### Supply network

Pins as bars on the die edge.
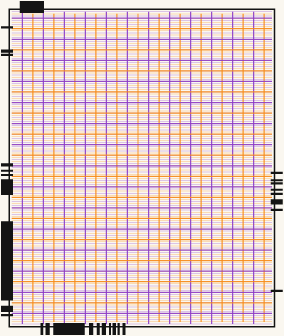
### Cell classes on the final placement

Scale bar: 100 µm.
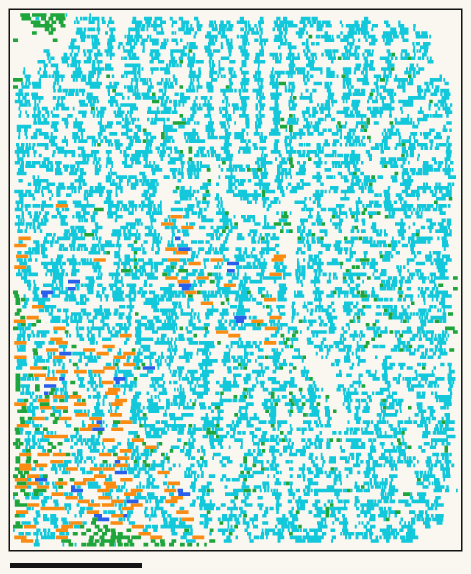
### Routed clock nets over the placement

Scale bar: 100 µm.
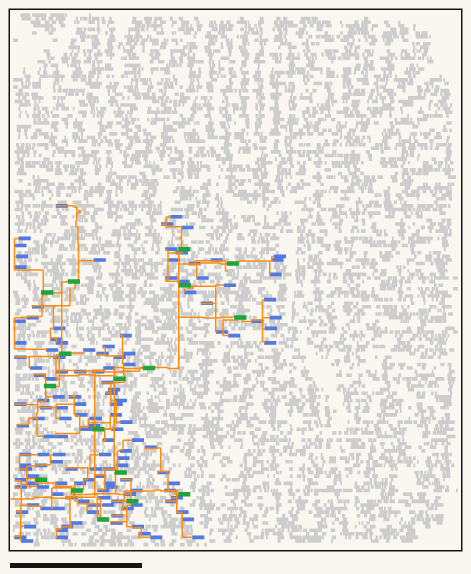
### Metal layers overlaid

Two of the layers only.
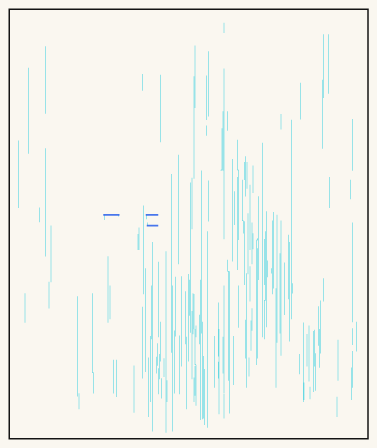
File: src/rtl/hybrid_imc_tile_scheduler.sv
// Multi-tile hybrid IMC/digital scheduler: DRAM load, mode decision, compute,
// DRAM store and precision adaptation per tile, with a compute watchdog.
module hybrid_imc_tile_scheduler #(
  parameter int unsigned ROWS        = 64,
  parameter int unsigned OPS_W       = 16,
  parameter int unsigned ACC_W       = 24,
  parameter int unsigned TILE_W      = 8,
  parameter int unsigned ADDR_W      = 16,
  parameter int unsigned ADDR_STRIDE = 16,
  parameter int unsigned SNR_LO      = 40,
  parameter int unsigned SNR_HI      = 80,
  parameter int unsigned SPARS_HI    = 60,
  parameter int unsigned SPARS_MID   = 30,
  parameter int unsigned RECOVER_CNT = 4,
  parameter int unsigned TIMEOUT_CYC = 1024
) (
  input  logic              clk,
  input  logic              rst_n,
  input  logic              start,
  input  logic [TILE_W-1:0] num_tiles,
  output logic              done,
  output logic              busy,
  output logic              error_timeout,
  output logic              tile_start,
  input  logic              tile_done,
  output logic [TILE_W-1:0] tile_index,
  output logic              imc_mode,
  output logic [ROWS-1:0]   row_mask,
  input  logic [OPS_W-1:0]  zero_ops_skipped,
  input  logic [OPS_W-1:0]  ops_executed,
  input  logic [OPS_W-1:0]  energy_savings,
  input  logic [7:0]        computation_snr,
  output logic              dram_cmd_valid,
  input  logic              dram_cmd_ready,
  output logic [1:0]        dram_cmd_type,
  output logic [ADDR_W-1:0] dram_cmd_addr,
  output logic [1:0]        precision_mode,
  output logic              adaptive_en,
  output logic [ACC_W-1:0]  total_energy_saved,
  output logic [6:0]        sparsity_pct,
  output logic              snr_low
);

  localparam int unsigned SUM_W = ACC_W + 1;
  localparam int unsigned NUM_W = ACC_W + 8;
  localparam int unsigned WD_W  = $clog2(TIMEOUT_CYC + 2);
  localparam int unsigned GC_W  = $clog2(RECOVER_CNT + 2);
  localparam logic [1:0]  CMD_READ  = 2'b00;
  localparam logic [1:0]  CMD_WRITE = 2'b01;
  localparam logic [ROWS-1:0] HALF_MASK = {{(ROWS/2){1'b0}}, {(ROWS/2){1'b1}}};

  typedef enum logic [2:0] {
    S_IDLE, S_LOAD, S_ANALYZE, S_COMPUTE, S_STORE, S_ADAPT, S_DONE, S_ERROR
  } state_e;

  state_e state_q, state_d;

  logic              done_q, done_d, busy_q, busy_d, err_q, err_d;
  logic              tstart_q, tstart_d, imc_q, imc_d;
  logic [ROWS-1:0]   mask_q, mask_d;
  logic [TILE_W-1:0] tiles_q, tiles_d, tidx_q, tidx_d;
  logic              valid_q, valid_d;
  logic [1:0]        type_q, type_d, prec_q, prec_d;
  logic [ADDR_W-1:0] addr_q, addr_d;
  logic              adapt_q, adapt_d, snr_low_q, snr_low_d;
  logic [ACC_W-1:0]  skip_q, skip_d, exec_q, exec_d, energy_q, energy_d;
  logic [6:0]        spars_q, spars_d;
  logic [7:0]        avg_q, avg_d, last_snr_q, last_snr_d;
  logic [GC_W-1:0]   good_q, good_d;
  logic [WD_W-1:0]   wd_q, wd_d;

  logic [ACC_W-1:0]  skip_sum, exec_sum, energy_sum;
  logic [NUM_W-1:0]  num_w, den_w, quot_w;
  logic [7:0]        avg_new;
  logic [GC_W-1:0]   good_inc;

  function automatic logic [ACC_W-1:0] sat_add(input logic [ACC_W-1:0] a,
                                               input logic [OPS_W-1:0] b);
    logic [SUM_W-1:0] s;
    s = SUM_W'(a) + SUM_W'(b);
    return s[SUM_W-1] ? {ACC_W{1'b1}} : s[ACC_W-1:0];
  endfunction

  function automatic logic [ADDR_W-1:0] addr_of(input logic [TILE_W-1:0] t);
    return ADDR_W'(32'(t) * ADDR_STRIDE);
  endfunction

  // Per-tile result arithmetic: saturating sums, new sparsity ratio, SNR average
  assign skip_sum   = sat_add(skip_q, zero_ops_skipped);
  assign exec_sum   = sat_add(exec_q, ops_executed);
  assign energy_sum = sat_add(energy_q, energy_savings);
  assign num_w      = NUM_W'(skip_sum) * NUM_W'(100);
  assign den_w      = NUM_W'(skip_sum) + NUM_W'(exec_sum);
  assign quot_w     = (den_w == '0) ? '0 : num_w / den_w;
  assign avg_new    = 8'((9'(avg_q) + 9'(computation_snr)) >> 1);
  assign good_inc   = GC_W'(good_q + GC_W'(1));

  // Next-state and next-output logic
  always_comb begin
    state_d    = state_q;
    done_d     = done_q;
    err_d      = err_q;
    tstart_d   = 1'b0;
    imc_d      = imc_q;
    mask_d     = mask_q;
    tiles_d    = tiles_q;
    tidx_d     = tidx_q;
    valid_d    = valid_q;
    type_d     = type_q;
    addr_d     = addr_q;
    prec_d     = prec_q;
    adapt_d    = adapt_q;
    snr_low_d  = snr_low_q;
    skip_d     = skip_q;
    exec_d     = exec_q;
    energy_d   = energy_q;
    spars_d    = spars_q;
    avg_d      = avg_q;
    last_snr_d = last_snr_q;
    good_d     = good_q;
    wd_d       = '0;

    case (state_q)
      S_IDLE: begin
        tidx_d   = '0;
        skip_d   = '0;
        exec_d   = '0;
        energy_d = '0;
        spars_d  = '0;
        avg_d    = 8'd100;
        if (start) begin
          tiles_d = num_tiles;
          if (num_tiles == '0) begin
            state_d = S_DONE;
            done_d  = 1'b1;
          end else begin
            state_d = S_LOAD;
            valid_d = 1'b1;
            type_d  = CMD_READ;
            addr_d  = addr_of('0);
          end
        end
      end
      S_LOAD: begin
        if (dram_cmd_ready) begin
          valid_d  = 1'b0;
          state_d  = S_ANALYZE;
          tstart_d = 1'b1;
          if (adapt_q && spars_q > 7'(SPARS_HI) && avg_q > 8'(SNR_LO)) begin
            imc_d  = 1'b1;
            mask_d = {ROWS{1'b1}};
          end else if (adapt_q && spars_q > 7'(SPARS_MID) && avg_q > 8'(SNR_HI)) begin
            imc_d  = 1'b1;
            mask_d = HALF_MASK;
          end else begin
            imc_d  = 1'b0;
            mask_d = '0;
          end
        end
      end
      S_ANALYZE: state_d = S_COMPUTE;
      S_COMPUTE: begin
        if (tile_done) begin
          skip_d     = skip_sum;
          exec_d     = exec_sum;
          if (imc_q) energy_d = energy_sum;
          spars_d    = 7'(quot_w);
          avg_d      = avg_new;
          last_snr_d = computation_snr;
          snr_low_d  = (computation_snr < 8'(SNR_LO));
          state_d    = S_STORE;
          valid_d    = 1'b1;
          type_d     = CMD_WRITE;
        end else if (TIMEOUT_CYC != 0 && wd_q == WD_W'(TIMEOUT_CYC - 1)) begin
          err_d   = 1'b1;
          state_d = S_ERROR;
        end else begin
          wd_d = WD_W'(wd_q + WD_W'(1));
        end
      end
      S_STORE: begin
        if (dram_cmd_ready) begin
          valid_d = 1'b0;
          state_d = S_ADAPT;
        end
      end
      S_ADAPT: begin
        if (snr_low_q) begin
          if (prec_q == 2'd0) adapt_d = 1'b0;
          else                prec_d  = prec_q - 2'd1;
          good_d = '0;
        end else if (last_snr_q >= 8'(SNR_HI)) begin
          if (good_inc >= GC_W'(RECOVER_CNT)) begin
            prec_d  = (prec_q == 2'd3) ? 2'd3 : prec_q + 2'd1;
            adapt_d = 1'b1;
            good_d  = '0;
          end else begin
            good_d = good_inc;
          end
        end else begin
          good_d = '0;
        end
        if (tidx_q == TILE_W'(tiles_q - TILE_W'(1))) begin
          state_d = S_DONE;
          done_d  = 1'b1;
        end else begin
          tidx_d  = TILE_W'(tidx_q + TILE_W'(1));
          state_d = S_LOAD;
          valid_d = 1'b1;
          type_d  = CMD_READ;
          addr_d  = addr_of(TILE_W'(tidx_q + TILE_W'(1)));
        end
      end
      S_DONE: begin
        if (!start) begin
          done_d  = 1'b0;
          state_d = S_IDLE;
        end
      end
      S_ERROR: begin
        if (!start) begin
          err_d   = 1'b0;
          state_d = S_IDLE;
        end
      end
      default: state_d = S_IDLE;
    endcase

    busy_d = (state_d != S_IDLE);
  end

  // FSM state register
  always_ff @(posedge clk or negedge rst_n) begin
    if (!rst_n) state_q <= S_IDLE;
    else        state_q <= state_d;
  end

  // Registered outputs and datapath state
  always_ff @(posedge clk or negedge rst_n) begin
    if (!rst_n) begin
      done_q     <= 1'b0;
      busy_q     <= 1'b0;
      err_q      <= 1'b0;
      tstart_q   <= 1'b0;
      imc_q      <= 1'b0;
      mask_q     <= '0;
      tiles_q    <= '0;
      tidx_q     <= '0;
      valid_q    <= 1'b0;
      type_q     <= CMD_READ;
      addr_q     <= '0;
      prec_q     <= 2'b10;
      adapt_q    <= 1'b1;
      snr_low_q  <= 1'b0;
      skip_q     <= '0;
      exec_q     <= '0;
      energy_q   <= '0;
      spars_q    <= '0;
      avg_q      <= 8'd100;
      last_snr_q <= '0;
      good_q     <= '0;
      wd_q       <= '0;
    end else begin
      done_q     <= done_d;
      busy_q     <= busy_d;
      err_q      <= err_d;
      tstart_q   <= tstart_d;
      imc_q      <= imc_d;
      mask_q     <= mask_d;
      tiles_q    <= tiles_d;
      tidx_q     <= tidx_d;
      valid_q    <= valid_d;
      type_q     <= type_d;
      addr_q     <= addr_d;
      prec_q     <= prec_d;
      adapt_q    <= adapt_d;
      snr_low_q  <= snr_low_d;
      skip_q     <= skip_d;
      exec_q     <= exec_d;
      energy_q   <= energy_d;
      spars_q    <= spars_d;
      avg_q      <= avg_d;
      last_snr_q <= last_snr_d;
      good_q     <= good_d;
      wd_q       <= wd_d;
    end
  end

  assign done               = done_q;
  assign busy               = busy_q;
  assign error_timeout      = err_q;
  assign tile_start         = tstart_q;
  assign tile_index         = tidx_q;
  assign imc_mode           = imc_q;
  assign row_mask           = mask_q;
  assign dram_cmd_valid     = valid_q;
  assign dram_cmd_type      = type_q;
  assign dram_cmd_addr      = addr_q;
  assign precision_mode     = prec_q;
  assign adaptive_en        = adapt_q;
  assign total_energy_saved = energy_q;
  assign sparsity_pct       = spars_q;
  assign snr_low            = snr_low_q;

endmodule

File: config.mk
export PLATFORM = sky130hd
export DESIGN_NAME = hybrid_imc_tile_scheduler
export DESIGN_NICKNAME = d
export VERILOG_FILES = /design/src/rtl/hybrid_imc_tile_scheduler.sv
export SDC_FILE = /design/constraint.sdc
export NUM_CORES = 1
export LEC_CHECK = 0
export CAP_MARGIN = 10
export CELL_PAD_IN_SITES_DETAIL_PLACEMENT = 0
export CELL_PAD_IN_SITES_GLOBAL_PLACEMENT = 2
export CORE_ASPECT_RATIO = 1.2
export CORE_MARGIN = 2
export CORE_UTILIZATION = 38
export DETAILED_ROUTE_END_ITERATION = 6
export PLACE_DENSITY_LB_ADDON = 0.1
export SLEW_MARGIN = 40
export SYNTH_ARGS = -nofsm -noshare
export SYNTH_HDL_FRONTEND = slang
export SYNTH_SLANG_ARGS = --single-unit
File: constraint.sdc
create_clock -name clk -period 127.2 [get_ports clk]
set_input_delay 12.72 -clock clk [delete_from_list [all_inputs] [get_ports clk]]
set_output_delay 12.72 -clock clk [all_outputs]
set_load 0.01 [all_outputs]
==> results_slide.txt <==
Run Summary

Layout
  – Final nets: approximately 8200
  – Area delta synth->final: 12.5%

Critical path
  – Slowest cell on crit path: a2111oi_1
  – Max incr delay on CP: 0.63 ns
  – CP Launch Point: zero_ops_skipped[13]
  – CP max FO: around 43
  – FF-to-FF setup slack: approximately 21 ns

Logic synthesis
  – Area figure in the yosys stat output: 51600 µm²
  – Synth Register Bits: 144
  – Top-area cell share: 16.1%
  – Largest cells by area: ha_1 16%, a21oi_1 7.9%, dfrtp_1 6.7%
  – Synth warn: 0
  – Post-Syn Area per Cell: approximately 7.1 µm²

Run
  – Tool warnings: 34

Route
  – DR WL met2: 103 mm

Global routing
  – Global route total overflow: 0
  – Initial antenna violation count: 7

Timing
  – Final cycle utilization of the critical path: between 90 and 100%
  – Min cycle time layout: 118.88 ns
  – Final setup fails: 0

Status
  – Run status: finished clean

Placement
  – Placed cells: 9141

Min path
  – Number of stages on the worst hold path: 2

Clock tree
  – Clock Latency Late Sink: between 0.4 and 0.5 ns
Back to the opening pictures, 'Supply network':
| net | colour |
|---|---|
| VDD | orange |
| VSS | purple |
met4 straps: 24
met5 straps: 29
Die Span X: 340 µm
Core Area: 135000 µm²
Chip Height: 408 µm

Back to the opening pictures, 'Cell classes on the final placement':
| class | colour | cells |
|---|---|---|
| clock drivers and dummy loads | blue | 32 |
| combinational and other logic | cyan | 6818 |
| other buffers and delay cells | green | 463 |
| flops | orange | 144 |
final instance area: 58000 µm²
Post-Route Utilization: 42.9%
flop share of the area: 6.22%

Back to the opening pictures, 'Routed clock nets over the placement':
[clock drivers] green | count: 17
[clock wires] orange | length: 2840 µm
[flip-flops] blue | count: 144
routed clock nets: 18
final clock skew: 0.0146 ns

Back to the opening pictures, 'Metal layers overlaid':
| layer | colour | wire length |
|---|---|---|
| metal 4 | cyan | 9130 µm |
| metal 5 | blue | 33.1 µm |
routed via count: 54700
routed length per placed instance: 22.4 µm
Total GRT Usage: 28.7%

stage by stage:
stage	setup TNS (ns)	util (%)	hold slack [ns]	worst slack [ns]
2_1_floorplan	0	-	0.446	1.61
3_3_place_gp	-0.212	41.1	0.459	-0.212
3_5_place_dp	-0.505	41.2	0.466	-0.505
4_1_cts	0	41.7	0.485	0.0653
5_1_grt	-0.129	42.9	0.501	-0.129
6_report	0	42.9	0.484	8.32
worst max-delay path: cells and delay by family:
kind,cells,cell delay (ns)
simple gates,143,23.49
buf+inv,26,4.51
compound gates,368,63.25
mux,7,1.97
fa+ha+maj,35,11.18
xor+xnor,10,2.01
placed cells by master (no fill, tap or decap), types with 71 or more instances in the layout:
cell and n:
nand3_1 190, nor3_1 181, mux2_2 130, ha_1 648
clkdlybuf4s50_1 186, o21ai_0 448, inv_1 325, nor2b_1 87
o21a_1 153, buf_4 257, a21o_1 294, nand4_1 135
nor2_1 708, xor2_1 204, a21oi_1 770, nand2_1 580
dfrtp_1 138, nand2b_1 147, o21ai_1 71, xnor2_1 348
logic make-up (layout without fill, tap and decap cells):
logic type | Yosys count | count (layout) | share of synthesized area [%]
mux | 171 | 171 | 3.72
flops | 144 | 144 | 7.00
fa+ha+maj | 689 | 689 | 17.1
buf+inv | 633 | 829 | 6.22
other cells | 1 | 13 | 0.00727
compound gates | 2445 | 2445 | 30.8
simple gates | 2588 | 2592 | 25.3
xor+xnor | 578 | 578 | 9.94
timing repair:
item                                    4_1_cts  5_1_grt
endpoints found under the setup margin        1        3
gates resized                                 5      263
buffers inserted                              0       78
cloned                                        1        4
pin swaps                                     1       49
